[config.mk]
export PLATFORM = sky130hd
export DESIGN_NAME = shift_ex_stage
export DESIGN_NICKNAME = d
export VERILOG_FILES = /design/src/rtl/shift_ex_stage.sv
export SDC_FILE = /design/constraint.sdc
export NUM_CORES = 1
export LEC_CHECK = 0
export CORE_MARGIN = 2
export CORE_UTILIZATION = 40
export DETAILED_ROUTE_END_ITERATION = 8
export HOLD_SLACK_MARGIN = 0.15
export SYNTH_ARGS = -nofsm -noshare
export SYNTH_HDL_FRONTEND = slang
export SYNTH_SLANG_ARGS = --single-unit
[constraint.sdc]
create_clock -name clk -period 3.2 [get_ports clk]
set_input_delay 0.8 -clock clk [delete_from_list [all_inputs] [get_ports clk]]
set_output_delay 0.8 -clock clk [all_outputs]
set_load 0.02 [all_outputs]
[src/rtl/shift_ex_stage.sv]
`default_nettype none
// ============================================================================
//  Module      : shift_ex_stage
//  Description : Two-stage 16-bit shift/rotate execute stage with valid/ready
//                handshakes on both sides.
//                S1 performs the coarse shift (multiples of 4 bits), and
//                S2 performs the fine shift (0-3 bits) and holds the result.
//                Only the valid bits are reset; the datapath registers are not.
//                Optional feature: define SHIFT_ZERO_FLAG_EN to add out_zero,
//                a registered result==0 flag that is qualified by out_valid.
//  Revision    : 1.0 - initial release
// ============================================================================
module shift_ex_stage #(
    parameter logic [15:0] IDLE_DATA = 16'h0000
) (
    input  logic        clk,
    input  logic        rst,
    input  logic        flush,
    input  logic        in_valid,
    output logic        in_ready,
    input  logic [15:0] in_data,
    input  logic [3:0]  in_cnt,
    input  logic [1:0]  in_op,
    output logic        out_valid,
    input  logic        out_ready,
    output logic [15:0] out_data
`ifdef SHIFT_ZERO_FLAG_EN
    ,
    output logic        out_zero
`endif
);

    // Operation encodings
    localparam logic [1:0] c_OP_ROL = 2'b00;
    localparam logic [1:0] c_OP_SLL = 2'b01;
    localparam logic [1:0] c_OP_ROR = 2'b10;
    localparam logic [1:0] c_OP_SRL = 2'b11;

    // Shift or rotate d by amt. A rotate is built by shifting a doubled copy
    // of the operand, so the bits leaving one end re-enter at the other.
    // Both stages use this, so applying a coarse step and then a fine step
    // composes to the full shift amount for every op.
    function automatic logic [15:0] f_shift(
        input logic [15:0] d,
        input logic [1:0]  op,
        input logic [3:0]  amt
    );
        logic [31:0] dbl;
        logic [15:0] res;
        dbl = {d, d};
        res = d;
        case (op)
            c_OP_ROL: begin
                dbl = dbl << amt;
                res = dbl[31:16];
            end
            c_OP_SLL: res = d << amt;
            c_OP_ROR: begin
                dbl = dbl >> amt;
                res = dbl[15:0];
            end
            c_OP_SRL: res = d >> amt;
            default:  res = d;
        endcase
        return res;
    endfunction

    // Stage 1 registers: partial result plus the controls S2 still needs
    logic        r_s1_valid;
    logic [15:0] r_s1_data;
    logic [1:0]  r_s1_op;
    logic [1:0]  r_s1_fcnt;

    // Stage 2 registers: final result
    logic        r_s2_valid;
    logic [15:0] r_s2_data;
`ifdef SHIFT_ZERO_FLAG_EN
    logic        r_s2_zero;
`endif

    // Combinational control and datapath
    logic        w_kill;
    logic        w_s2_adv;
    logic        w_s1_adv;
    logic        w_in_fire;
    logic        w_out_live;
    logic [15:0] w_s1_coarse;
    logic [15:0] w_s2_fine;

    // Pipeline advance / handshake control; in_ready depends on out_ready
    // combinationally so a full pipeline can still take a beat while it drains.
    always_comb begin
        w_kill    = rst || flush;
        w_s2_adv  = !r_s2_valid || out_ready;
        w_s1_adv  = !r_s1_valid || w_s2_adv;
        in_ready  = !w_kill && w_s1_adv;
        w_in_fire = in_valid && in_ready;
    end

    // Coarse shift on the incoming operand, fine shift on the S1 partial
    always_comb begin
        w_s1_coarse = f_shift(in_data, in_op, {in_cnt[3:2], 2'b00});
        w_s2_fine   = f_shift(r_s1_data, r_s1_op, {2'b00, r_s1_fcnt});
    end

    // Valid bits: reset dominates flush, flush dominates normal advance
    always_ff @(posedge clk) begin
        if (rst) begin
            r_s1_valid <= 1'b0;
            r_s2_valid <= 1'b0;
        end else if (flush) begin
            r_s1_valid <= 1'b0;
            r_s2_valid <= 1'b0;
        end else begin
            if (w_s2_adv) begin
                r_s2_valid <= r_s1_valid;
            end
            if (w_s1_adv) begin
                r_s1_valid <= w_in_fire;
            end
        end
    end

    // Datapath registers load only on a real transfer and carry no reset
    always_ff @(posedge clk) begin
        if (w_in_fire) begin
            r_s1_data <= w_s1_coarse;
            r_s1_op   <= in_op;
            r_s1_fcnt <= in_cnt[1:0];
        end
        if (w_s2_adv && r_s1_valid) begin
            r_s2_data <= w_s2_fine;
`ifdef SHIFT_ZERO_FLAG_EN
            r_s2_zero <= (w_s2_fine == 16'h0000);
`endif
        end
    end

    // Output drive: a kill cycle presents no beat so no transfer can complete
    always_comb begin
        w_out_live = r_s2_valid && !w_kill;
        out_valid  = w_out_live;
        out_data   = w_out_live ? r_s2_data : IDLE_DATA;
`ifdef SHIFT_ZERO_FLAG_EN
        out_zero   = w_out_live && r_s2_zero;
`endif
    end

endmodule
`default_nettype wire

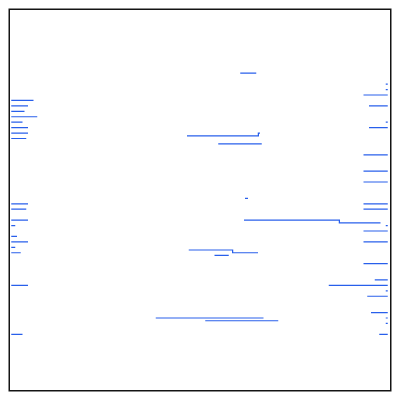
Figure 1: the metal 3 layer.
Scale: 4 px per um.
longest straight run: 26.7 um
wire length on this layer: 282 um
nets with wire on the layer: 47
main direction: horizontal
share of all routed wire: 4.1%

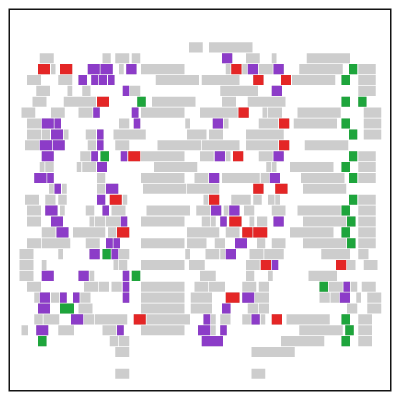
Figure 2: selected gate families.
Scale: 4 px per um.
[AND and OR gates] green | cells: 24 | most used: and3_1
[AND-OR and OR-AND gates] red | cells: 24 | most used: a21o_1
[inverting AOI/OAI gates] purple | cells: 73 | most used: a21oi_1

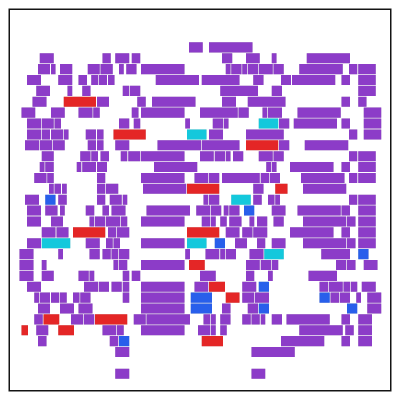
Figure 3: cells by drive strength.
Scale: 4 px per um.
[_0 and _1 cells] purple | cells: 312
[_2 cells] red | cells: 15
[_3 and _4 cells] blue | cells: 11
[_6 and larger] cyan | cells: 6
Area growth, synth to finish: 16.1%
Worst Slack Setup Final: 0.0823 ns
final instance area: 0.00385 mm^2
Signal buffers: 54

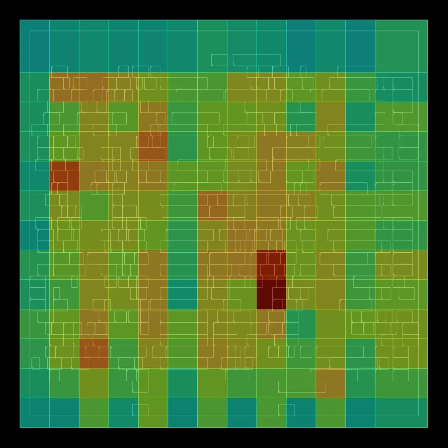
Figure 4: routing congestion.
met2 Use GR: 27.0%
Final Util: 47.3%

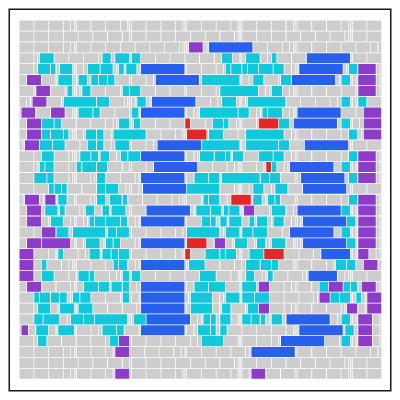
Figure 5: cells coloured by class.
Scale: 4 px per um. Fill, decap, tap and diode cells in grey.
[other buffers and delay cells] purple | cells: 54 | share of their area: 15%
[flops] blue | cells: 38 | share of their area: 30%
[combinational and other logic] cyan | cells: 244 | share of their area: 53%
[clock drivers and dummy loads] red | cells: 8 | share of their area: 2.2%
fraction of area in registers: 29.1%
FP Rows: 33
core area: 0.00813 mm^2

==> GITHUB_STEP_SUMMARY <==
## Synthesis and layout report

| Metric | Value |
|---|---|
| Tool warnings | `26` |
| DRC | `0` |
| Comb pwr share | `23.4%` |
| Crit path DAT | `2.32 ns` |
| Number of diodes | `0` |
| Placer Congestion | `0.784` |
| Unique cell types | `51` |
| Max-slew violation count | `0` |
| Yosys aoi share | `21.0%` |
| Xor/xnor share | `0%` |
| FF-to-FF Start | `r_s1_fcnt[0]$_DFFE_PP_` |
| Yosys reg bits | `38` |
| CP top delay family | `buffers and inverters` |
| Yosys warns | `0` |
| Worst Path Buf+Inv | `2` |
| Async set-reset flop share out of synthesis | `0%` |
| Count leader, synth | `edfxtp_1` |
| Status | `finished, final reports clean` |
| Most used cell, CP | `clkdlybuf4s50_1` |
| Worst-case clock buffer depth | `2` |
| Synth Area per Inst | `10.6 um^2` |
| Layout cells sized above 1 | `9.30%` |
| Critical path's slowest cell | `clkdlybuf4s50_1` |
| Syn_nets | `340` |
| Pwr top | `registers` |
| Count of input and output buffers | `44` |
| Synth Flop Type | `edfxtp_1` |
| First-pass GRT wire length | `11200 um` |
| Initial antenna violation count | `0` |
| Cell Pwr Density | `308 mW/mm^2` |
| Vias in the first global route | `2225` |
| R2R cell count | `4` |
| CP endpoint kind | `output port` |
| GR Overflow Total | `0` |
| Synth top area cells | `edfxtp_1, mux2i_1, mux4_1` |
| Die height | `95.0 um` |
| Least-Margin Pin Slew | `1.07 ns` |
| Setup crit start | `flush` |
| Top cell excl fill/tap | `edfxtp_1` |
| Hold Crit Start | `r_s1_valid$_SDFFE_PP0N_` |
| Cts hold-fix bufs | `0` |
| Switching Fraction | `25.8%` |
| Htree depth | `2` |
| Hold Path Class | `flop to flop` |
| Largest net degree at the start of global routing | `55` |
| DR iter-0 viols | `91` |
| DP Worst Slack | `0.0194 ns` |
| Die Span X | `95.0 um` |
| Number of enable flip-flop cells | `36` |
| Int Pwr | `880 uW` |
==> final cells by class <==
| cell class | instances | area (um^2) |
|---|---|---|
| Sequential cell | 38 | 1120 |
| Fill cell | 780 | 4290 |
| Timing Repair Buffer | 54 | 558 |
| Inverter | 4 | 15.0 |
| Clock buffer | 8 | 80.1 |
| Multi-Input combinational cell | 240 | 1940 |
| Tap cell | 105 | 131 |
==> routing by layer <==
layer	up-vias	GRT usage (%)	wire length, um
met5	-	0	0
met4	0	3.38	57
met2	57	27.0	3340
li1	1311	-	-
met3	5	2.45	281
met1	1211	20.9	3130
==> what timing repair did <==
action | in CTS | in global routing
endpoints found under the hold margin | 0 | 0
gates resized | 0 | 14
setup endpoints to repair | 0 | 14
==> worst register-to-register path, delay by kind of cell, from the launching register on <==
kind	cells	cell delay [ns]
compound gates	2	0.55
flops	1	1.06
simple gates	1	0.07
buf+inv	1	0.38
==> flip-flops by register name, summed over array words and instances (netlist names) <==
signal and count:
r_s1_data 16, r_s2_data 16, r_s1_fcnt 2, r_s1_op 2
r_s1_valid 1, r_s2_valid 1
==> worst min-delay path by stage <==
stage                                    endpoint  cells after the start  slack, ns
final                     r_s2_valid$_SDFFE_PP0P_                      1       0.52
after global routing      r_s2_valid$_SDFFE_PP0P_                      1       0.55
after CTS                 r_s2_valid$_SDFFE_PP0P_                      1       0.52
after detailed placement  r_s2_valid$_SDFFE_PP0P_                      1       0.50
after global placement    r_s2_valid$_SDFFE_PP0P_                      1       0.50
after floorplan           r_s2_valid$_SDFFE_PP0P_                      1       0.47
==> through the flow <==
step                      hold slack [ns]  cells  total power [uW]
after floorplan                     0.472    313               821
after global placement              0.504    441               899
after detailed placement            0.502    441               903
after CTS                           0.521    449              1200
after global routing                0.549    449              1250
final                               0.515    449              1190
Power figures rest on the tool's default switching activity, not on a simulated workload.
